**Run 1: the metal 3 layer**

Scale: 3 px per um. Cells faint in the background.
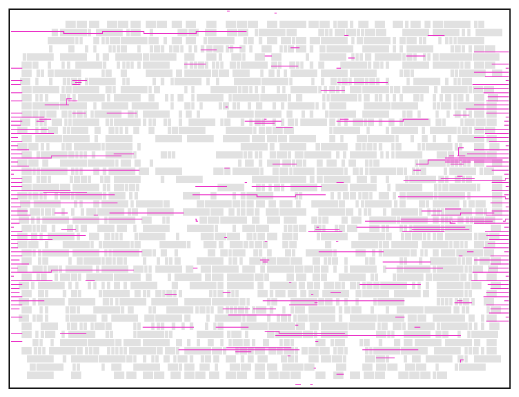
**Run 1: close-up of the layout**

Region (100, 69) to (150, 119) um. Cells in gray, sequential cells in the stronger gray; small squares are vias.
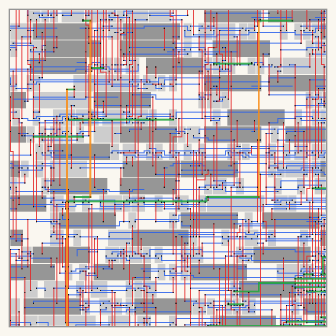
**Run 1: pin placement**

Scale: 2 px per um. Pins as bars across the die edge, other pins in gray.
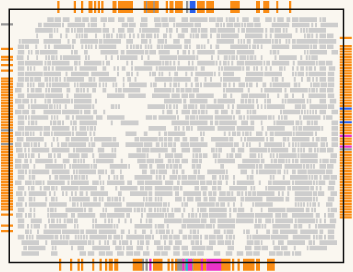
### src/rtl/struct_pkg.sv
// Shared layout of the packed struct word used by both the packer and the unpacker.
package struct_pkg;

    localparam int BYTE_W    = 8;
    localparam int TAIL_W    = 15;
    localparam int NUM_BYTES = 25;
    localparam int WORD_W    = NUM_BYTES * BYTE_W + TAIL_W;
    localparam int FLD_W     = (BYTE_W > TAIL_W) ? BYTE_W : TAIL_W;
    localparam int IDX_W     = $clog2(NUM_BYTES + 1);

    typedef enum logic [1:0] {
        IDLE,
        EMIT,
        TAIL
    } unpack_state_t;

    // MSB bit position of field i within the flat word; i == NUM_BYTES is the tail field
    function automatic int fld_msb(input int i);
        return (i < NUM_BYTES) ? (WORD_W - 1 - i * BYTE_W) : (TAIL_W - 1);
    endfunction

endpackage

### src/rtl/struct_csum_acc.sv
// Byte checksum accumulator: clear / add-byte / hold, sum wraps mod 2^BYTE_W.
// Latency: sum reflects an add on the cycle after it is requested.
// Backpressure: none; the caller only asserts add on accepted beats.
module struct_csum_acc
    import struct_pkg::*;
(
    input  logic              clk,
    input  logic              rst,
    input  logic              clr,
    input  logic              add,
    input  logic [BYTE_W-1:0] byte_in,
    output logic [BYTE_W-1:0] sum
);

    always_ff @(posedge clk or posedge rst) begin
        if (rst) begin
            sum <= '0;
        end else if (clr) begin
            sum <= '0;
        end else if (add) begin
            sum <= sum + byte_in;
        end
    end

endmodule

### src/rtl/struct_unpacker.sv
// Streams one packed struct word out as NUM_BYTES byte beats plus one tail beat with index/last/checksum.
// Latency: first beat valid the cycle after the word is accepted; one idle cycle between words.
// Backpressure: out_ready low freezes the stream with outputs held; in_ready low while a word is in flight.
module struct_unpacker
    import struct_pkg::*;
(
    input  logic              clk,
    input  logic              rst,
    input  logic              in_valid,
    output logic              in_ready,
    input  logic [WORD_W-1:0] in_word,
    output logic              out_valid,
    input  logic              out_ready,
    output logic [FLD_W-1:0]  out_data,
    output logic [IDX_W-1:0]  out_idx,
    output logic              out_last,
    output logic [BYTE_W-1:0] out_csum
);

    unpack_state_t     state_q, state_d;
    logic [WORD_W-1:0] shadow_q;
    logic [IDX_W-1:0]  idx_q;
    logic [BYTE_W-1:0] csum;
    logic              csum_clr;
    logic              csum_add;
    logic [BYTE_W-1:0] head_byte;
    logic [TAIL_W-1:0] head_tail;

    // Shadow is shifted left per byte beat, so the current field always sits at the top
    assign head_byte = shadow_q[fld_msb(0) -: BYTE_W];
    assign head_tail = shadow_q[fld_msb(0) -: TAIL_W];

    struct_csum_acc u_csum (
        .clk     (clk),
        .rst     (rst),
        .clr     (csum_clr),
        .add     (csum_add),
        .byte_in (head_byte),
        .sum     (csum)
    );

    always_comb begin
        state_d   = state_q;
        in_ready  = 1'b0;
        out_valid = 1'b0;
        out_data  = '0;
        out_idx   = '0;
        out_last  = 1'b0;
        out_csum  = '0;
        csum_clr  = 1'b0;
        csum_add  = 1'b0;
        case (state_q)
            IDLE: begin
                in_ready = 1'b1;
                if (in_valid) begin
                    state_d  = EMIT;
                    csum_clr = 1'b1;
                end
            end
            EMIT: begin
                out_valid = 1'b1;
                out_data  = FLD_W'(head_byte);
                out_idx   = idx_q;
                if (out_ready) begin
                    csum_add = 1'b1;
                    if (idx_q == IDX_W'(NUM_BYTES - 1)) begin
                        state_d = TAIL;
                    end
                end
            end
            TAIL: begin
                out_valid = 1'b1;
                out_data  = FLD_W'(head_tail);
                out_idx   = IDX_W'(NUM_BYTES);
                out_last  = 1'b1;
                out_csum  = csum;
                if (out_ready) begin
                    state_d = IDLE;
                end
            end
            default: begin
                state_d = IDLE;
            end
        endcase
    end

    always_ff @(posedge clk or posedge rst) begin
        if (rst) begin
            state_q  <= IDLE;
            shadow_q <= '0;
            idx_q    <= '0;
        end else begin
            state_q <= state_d;
            if (state_q == IDLE && in_valid) begin
                shadow_q <= in_word;
                idx_q    <= '0;
            end else if (state_q == EMIT && out_ready) begin
                shadow_q <= {shadow_q[WORD_W-BYTE_W-1:0], {BYTE_W{1'b0}}};
                idx_q    <= idx_q + IDX_W'(1);
            end
        end
    end

endmodule

### config.mk
export PLATFORM = sky130hd
export DESIGN_NAME = struct_unpacker
export DESIGN_NICKNAME = d
export VERILOG_FILES = /design/src/rtl/struct_pkg.sv /design/src/rtl/struct_csum_acc.sv /design/src/rtl/struct_unpacker.sv
export SDC_FILE = /design/constraint.sdc
export NUM_CORES = 1
export LEC_CHECK = 0
export CORE_ASPECT_RATIO = 0.75
export CORE_MARGIN = 2
export CORE_UTILIZATION = 55
export CTS_CLUSTER_DIAMETER = 50
export CTS_CLUSTER_SIZE = 24
export DETAILED_ROUTE_END_ITERATION = 10
export PLACE_DENSITY_LB_ADDON = 0.12
export SYNTH_ARGS = -nofsm -noshare
export SYNTH_HDL_FRONTEND = slang
export SYNTH_SLANG_ARGS = --single-unit
### constraint.sdc
create_clock -name clk -period 11.4 [get_ports clk]
set_input_delay 1.14 -clock clk [delete_from_list [all_inputs] [get_ports clk]]
set_output_delay 1.14 -clock clk [all_outputs]
set_load 0.005 [all_outputs]
==> metrics.cfg, run 1 <==
[power]
swShare_pct=38.48
power_frac_clock_pct=22.2
power_frac_seq_pct=40.6
clk-power_uw=825
p_switching_uw=1429
p_leak_uw=0.006214
power_density_mw_per_mm2=262.4
comb_power_uw=1380
power_frac_comb_pct=37.1
p_total_uw=3715

[final_layout]
layout.area.seq_mm2=0.005756
fin_area_mm2=0.01415
ff_count=230
largestClassByArea=registers
nFillCells=1540
final_net_count=1723
top_regs=shadow_q x215, u_csum.sum x8, idx_q x5
lay_top_count=nand2_1
instances_no_fill=1758
seq_area_share_pct=40.66
largest_reg_flops=215
post-route-util_pct=73.04
area_growth_syn_to_layout_pct=30.05
inverters=9

[critical_path]
cp-startpoint=in_valid
start_kind=input pin
path_buffers=3
path_class=input pin to flop
worstPathArrival_ns=4.74
r2r_start=state_q[0]$_DFFE_PP0P_
cp.required_ns=11.83
crit_family=buffers and inverters
rr_worst_depth=7

[clocking]
clockBufferDepth=3
clk_pin_slew_ns=0.08
numCtsBuffers=22
cts_tree=yes
numClockSinks=230
post_cts_buffers=0
ctsHoldBuffers=0

[route]
drc=0
antenna_left=0
highest_layer=met4
viasPerCell=5.597
firstDrtPassIters=5
met2_wirelength_um=13200

[final_timing]
hold_viol_final=0
max_freq_ghz=0.2321
max_slew_margin_pct=22.59
min_period_ns=4.309
holdWs_ns=0.5046
rsz0062_at_grt=false
setup_viol=0

[logic_synthesis]
synthArstFlopShare_pct=100.0
synth.most_common_cell=nand2_1
avgSynthCellArea_um2=8.308
top_area_cell=dfrtp_1
edf_count=0
yosys_warnings=0
yosys-top-cells-area=dfrtp_1, nand2_1, a31oi_1
top_cell_area_share_pct=52.89
synth-main-ff-cell=dfrtp_1
ys_sh_aoi_pct=14.79
syn-cell-area_mm2=0.01088
adder_share_pct=1.794
ys_ff=230
yosysChipArea_mm2=0.01088

[die]
ios=250
dieArea_mm2=0.02094
row_count=44

[grt]
antenna_found_initial=0
grt_pass1_vias=9332
grt-ovfl-total=0
grt_max_degree=203

[place]
dp_cells=1718
globalplace.congestion=0.8617

[min_path]
worstHoldPathType=flop to flop

[run_status]
status=finished, final reports clean

Back to the opening pictures, 'the metal 3 layer':
share of all routed wire: 7.1%
longest straight run: 61.6 um
nets with wire on the layer: 198
vias post-DR: 9839
GR Util met3: 5.468%
final wirelength: 29610 um

Back to the opening pictures, 'close-up of the layout':
| color | layer |
|---|---|
| red | M2 |
| blue | M1 |
| orange | M4 |
| green | M3 |
sequential cells in the window: 35
most frequent: nand2_1 (82), a31oi_1 (38), dfrtp_1 (35)
netlist names of flops here include: shadow_q (34), idx_q (1)
cells with their middle in the window: 214

Back to the opening pictures, 'pin placement':
| color | port | pins | direction | edge |
|---|---|---|---|---|
| cyan | out_ready | 1 | input | bottom |
| blue | out_idx | 5 | output | 3 top, 2 right |
| magenta | out_data | 15 | output | 13 bottom, 2 right |
| orange | in_word | 215 | input | 60 right, 55 left, 51 top, 49 bottom |
all pins by edge: 70 bottom, 65 right, 58 left, 57 top
DIE WIDTH: 166.4 um
Die Ht: 125.8 um
Port Buf Inserts: 249

run 1: worst min-delay path by stage:
stage	startpoint	to	slack [ns]	cells past startpoint
6_report	shadow_q[2]$_DFFE_PP0P_	shadow_q[2]$_DFFE_PP0P_	0.50	1
5_1_grt	shadow_q[1]$_DFFE_PP0P_	shadow_q[1]$_DFFE_PP0P_	0.53	1
4_1_cts	shadow_q[2]$_DFFE_PP0P_	shadow_q[2]$_DFFE_PP0P_	0.51	1
3_5_place_dp	shadow_q[2]$_DFFE_PP0P_	shadow_q[2]$_DFFE_PP0P_	0.48	1
3_3_place_gp	shadow_q[2]$_DFFE_PP0P_	shadow_q[2]$_DFFE_PP0P_	0.49	1
2_1_floorplan	shadow_q[0]$_DFFE_PP0P_	shadow_q[0]$_DFFE_PP0P_	0.47	1
## Run 2: what changed since run 1
--- a/config.mk
+++ b/config.mk
@@ -7,7 +7,7 @@
 export LEC_CHECK = 0
 export CORE_ASPECT_RATIO = 0.75
 export CORE_MARGIN = 2
-export CORE_UTILIZATION = 55
+export CORE_UTILIZATION = 51
 export CTS_CLUSTER_DIAMETER = 50
 export CTS_CLUSTER_SIZE = 24
 export DETAILED_ROUTE_END_ITERATION = 10
==> constraint.sdc (replaced) <==
create_clock -name clk -period 4.1 [get_ports clk]
set_input_delay 0.41 -clock clk [delete_from_list [all_inputs] [get_ports clk]]
set_output_delay 0.41 -clock clk [all_outputs]
set_load 0.005 [all_outputs]
==> metrics.cfg, run 2 <==
[die]
core_region_area_mm2=0.02107
dieArea_mm2=0.02254
die_h_um=130.5
row_count=46
die_w_um=172.7
initCoreUtil_pct=51.66
ios=250

[final_layout]
layout.area.seq_mm2=0.005756
final_net_count=1731
nFillCells=1744
drive_gt1_share_pct=4.230
most-common-layout-cells=nand2_1, clkdlybuf4s50_1, dfrtp_1
area_growth_syn_to_layout_pct=30.79
post-route-util_pct=67.57
largest_register=shadow_q
top_regs=shadow_q x215, u_csum.sum x8, idx_q x5
fin_area_mm2=0.01423
largest_reg_flops=215
lay_top_count=nand2_1
logic_area_mm2=0.004653
instances_no_fill=1803

[critical_path]
r2r-end=shadow_q[182]$_DFFE_PP0P_
crit_path_max_incr_delay_ns=0.84
cp.required_ns=3.69
path_class=flop to primary output
worstPathArrival_ns=2.78
cp-startpoint=state_q[0]$_DFFE_PP0P_
path_depth=5
crit_path_end=out_data[5]
crit_slowest_cell=ha_1
start_kind=flop
r2r_start=state_q[1]$_DFFE_PP0P_
path_buffers=2
end_kind=primary output
crit_chain=inv_1, ha_1, a22oi_1, nor2b_1, clkdlybuf4s50_1
rr_worst_depth=7
worst-path-max-fanout=28
crit_family=adder cells
reg2reg_slack_ns=1.27

[run_status]
status=finished, final reports clean

[logic_synthesis]
ys_ff=230
syn-num-nets=1544
yosys_warnings=0
synth-main-ff-cell=dfrtp_1
edf_count=0
ys_cells=1310
syn-cell-area_mm2=0.01088
xor_area_share_pct=0.3219
yosysChipArea_mm2=0.01088
yosys-top-cells-area=dfrtp_1, nand2_1, a31oi_1
avgSynthCellArea_um2=8.308
synth_cells=1310
synth-seq-area-share_pct=52.89
common_cells=nand2_1, dfrtp_1, nor2_1
ys_top_logic_family=simple AND/OR/NAND/NOR gates
top_area_cell=dfrtp_1
adder_share_pct=1.794
top_cell_area_share_pct=52.89
ys_sh_aoi_pct=14.79
yosys-mux-area-fraction_pct=0.3909
synth.most_common_cell=nand2_1
ys_sh_simple_pct=25.27
synthArstFlopShare_pct=100.0
synth_cell_types=44

[route]
routed-wl-met3_um=2288
highest_layer=met4
vias=9893
totalWireLength_um=29530
drtIter0Drc=946
firstDrtPassIters=5
wl_met1_um=13790
drc=0
viasPerCell=5.487
met2_wirelength_um=12870
routedWlPerCell_um=16.38
antenna_left=0

[grt]
grt.met3_usage_pct=6.250
track_usage_pct=25.80
antenna_found_initial=1
grt_pass1_vias=9296
grt_use_met1_pct=37.51
grt-busiest-layer=met2
grt-ovfl-total=0
grt_max_degree=154
use_met2_pct=39.88
grt_pass1_wl_um=47770

[flow_run]
cap_violations=0
warnings=34

[power]
intPower_uw=6281
power_frac_clock_pct=21.0
max-vdd-ir-drop_uv=407.4
power_frac_seq_pct=41.1
p_leak_uw=0.006229
seq_cell_power_uw=4170
comb_power_uw=3850
power_density_mw_per_mm2=712.3
p_total_uw=10140
power_frac_comb_pct=37.9
p_switching_uw=3859
clk-power_uw=2130
swShare_pct=38.06
maxPowerGroup=registers

[clocking]
htreeDepth=1
clock_latency_ns=0.52
post_cts_buffers=0
numClockSinks=230
ctsResizeCount=0
numCtsBuffers=23
clk_pin_slew_ns=0.07
clockRootBuffer=clkbuf_16
ctsHoldBuffers=0
cts_tree=yes
clockBufferDepth=3

[final_timing]
finalClockPeriodUsage_pct=77.88
rsz0062_at_grt=false
fin_ws_ns=0.9069
holdWs_ns=0.2403
fin_skew_ns=0.01253
slew_viol_final=0
fin_tns_setup_ns=0
setup_viol=0
max_freq_ghz=0.3132
min_period_ns=3.193
hold_viol_final=0
max_slew_margin_pct=33.05
worst_pin_slew_ns=1.004

[place]
globalplace.congestion=0.8228
dp_cells=1760
dp_hpwl_um=19070
placed_cell_area_mm2=0.01347
portBuffers=249
pre_cts_slack_ns=1.315

[min_path]
worstHoldPathType=input pin to asynchronous set/reset pin

## run 2: cell families (layout without fill, tap and decap cells)
group	count (synthesis)	count (layout)
other	0	2
adders and majority gates	15	15
xor gates and xnor gates	4	4
DFF	230	230
buffers and inverters	111	314
AOI/OAI and AO/OA	252	252
muxes	4	4
and+or+nand+nor	694	694
## run 2: area by class of cell
| class | instances | area share, % |
|---|---|---|
| Timing Repair Buffer | 264 | 18.74 |
| Inverter | 9 | 0.2637 |
| Tap cell | 288 | 2.532 |
| Sequential cell | 230 | 40.44 |
| Antenna cell | 2 | 0.03516 |
| Clock buffer | 26 | 4.193 |
| Multi-Input combinational cell | 969 | 32.69 |
| Clock inverter | 15 | 1.108 |
**Run 2: met4 routing**

Scale: 2 px per um. Supply wires on this layer in gray. Cells faint in the background.
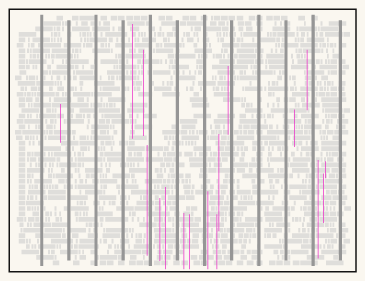
nets with wire on the layer: 11
share of all routed wire: 2.0%

**Run 2: pin placement**

Scale: 2 px per um. Pins as bars across the die edge, other pins in gray.
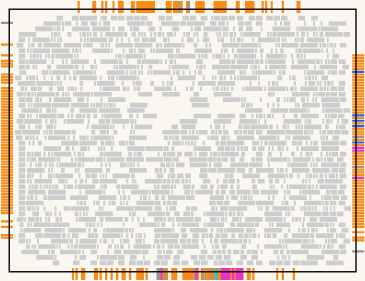

## Run 3: what changed since run 2
--- a/config.mk
+++ b/config.mk
@@ -7,7 +7,7 @@
 export LEC_CHECK = 0
 export CORE_ASPECT_RATIO = 0.75
 export CORE_MARGIN = 2
-export CORE_UTILIZATION = 51
+export CORE_UTILIZATION = 46
 export CTS_CLUSTER_DIAMETER = 50
 export CTS_CLUSTER_SIZE = 24
 export DETAILED_ROUTE_END_ITERATION = 10
==> constraint.sdc (replaced) <==
create_clock -name clk -period 2.6 [get_ports clk]
set_input_delay 0.26 -clock clk [delete_from_list [all_inputs] [get_ports clk]]
set_output_delay 0.26 -clock clk [all_outputs]
set_load 0.005 [all_outputs]
**Run 3: pin placement**

Scale: 2 px per um. Pins as bars across the die edge, other pins in gray.
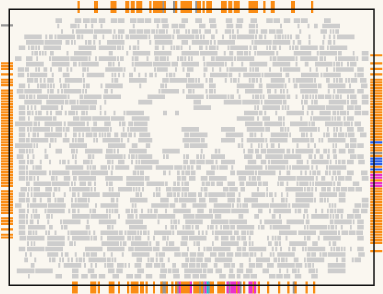
| color | port | pins | direction | edge |
|---|---|---|---|---|
| cyan | out_ready | 1 | input | bottom |
| magenta | out_data | 15 | output | 11 bottom, 4 right |
| orange | in_word | 215 | input | 58 left, 56 right, 52 top, 49 bottom |
| blue | out_idx | 5 | output | right |
all pins by edge: 70 bottom, 66 right, 59 left, 55 top
DIE WIDTH: 181.6 um
Die Ht: 137.2 um

==> metrics.cfg, run 3 <==
[critical_path]
start_kind=flop
r2r_start=state_q[1]$_DFFE_PP0P_
worst-path-max-fanout=20
cp-startpoint=state_q[0]$_DFFE_PP0P_
crit_family=buffers and inverters
path_depth=6
worstPathArrival_ns=2.22
end_kind=primary output
reg2reg_slack_ns=0.55
rr_worst_depth=7
r2r-end=u_csum.sum[7]$_DFFE_PP0P_
crit_path_max_incr_delay_ns=0.51
path_class=flop to primary output
path_buffers=3

[final_layout]
final_net_count=1745
instances_no_fill=1827
drive_gt1_share_pct=5.505
largest_reg_flops=215
lay_top_count=nand2_1
layout.area.seq_mm2=0.005756
area_growth_syn_to_layout_pct=33.51
nFillCells=2003
top_regs=shadow_q x215, u_csum.sum x8, idx_q x5
largest_register=shadow_q
most-common-layout-cells=nand2_1, clkdlybuf4s50_1, dfrtp_1
logic_area_mm2=0.004691
fin_area_mm2=0.01453
post-route-util_pct=62.84

[die]
dieArea_mm2=0.02492
core_region_area_mm2=0.02312
row_count=48
initCoreUtil_pct=47.07
ios=250

[power]
p_leak_uw=0.006346

[final_timing]
fin_ws_ns=0.1152
setup_viol=0
max_slew_margin_pct=59.34
slew_viol_final=0
hold_viol_final=0
rsz0062_at_grt=false
max_freq_ghz=0.4025
holdWs_ns=0.1697
finalClockPeriodUsage_pct=95.57
min_period_ns=2.485
fin_skew_ns=0.01982

[logic_synthesis]
edf_count=0
yosys-top-cells-area=dfrtp_1, nand2_1, a31oi_1
ys_cells=1310
ys_top_logic_family=simple AND/OR/NAND/NOR gates
ys_sh_aoi_pct=14.79
ys_sh_simple_pct=25.27
avgSynthCellArea_um2=8.308
yosysChipArea_mm2=0.01088
synth-seq-area-share_pct=52.89
common_cells=nand2_1, dfrtp_1, nor2_1
synth_cells=1310
synthArstFlopShare_pct=100.0
syn-num-nets=1544
yosys-mux-area-fraction_pct=0.3909
syn-cell-area_mm2=0.01088
synth.most_common_cell=nand2_1

[route]
drtIter0Drc=870
viasPerCell=5.344
routedWlPerCell_um=16.60
drc=0
totalWireLength_um=30320
antenna_left=0

[clocking]
ctsHoldBuffers=0
ctsResizeCount=2
clk_pin_slew_ns=0.08
htreeDepth=1
clockBufferDepth=3
numClockSinks=230
cts_tree=yes
clock_latency_ns=0.52

[place]
pre_cts_slack_ns=0.4690
dp_cells=1789
portBuffers=249
globalplace.congestion=0.8628
placed_cell_area_mm2=0.01374
dp_hpwl_um=20650

[grt]
grt_max_degree=80
grt-ovfl-total=0
grt_pass1_vias=9431
track_usage_pct=23.95
antenna_found_initial=2

[flow_run]
cap_violations=0

[min_path]
worstHoldPathType=input pin to asynchronous set/reset pin

[run_status]
status=finished, final reports clean

==> run 3: layer usage <==
layer,GRT usage (%),up-vias,share of wire [%]
met5,0,-,0.043
met4,5.104,2,1.8
met3,5.974,45,7.6
met2,36.53,283,43
met1,34.82,4640,47
li1,-,4793,-
==> run 3: power breakdown <==
group	total [uW]	internal, uW	leakage [uW]	switching (uW)
Combinational	6400	2910	0.00331	3490
Clock	3290	1690	0.000363	1600
Sequential	6590	5410	0.00267	1180
==> run 3: layout make-up <==
class                      instances  area share [%]
timing repair buffer             280           20.05
tap                              300           2.583
multi-input combinational        969           32.28
sequential                       230           39.61
clock buffer                      24           3.901
inverter                           9          0.2583
clock inverter                    14           1.300
antenna                            1         0.01722
Power is estimated from default activity; no workload was simulated.
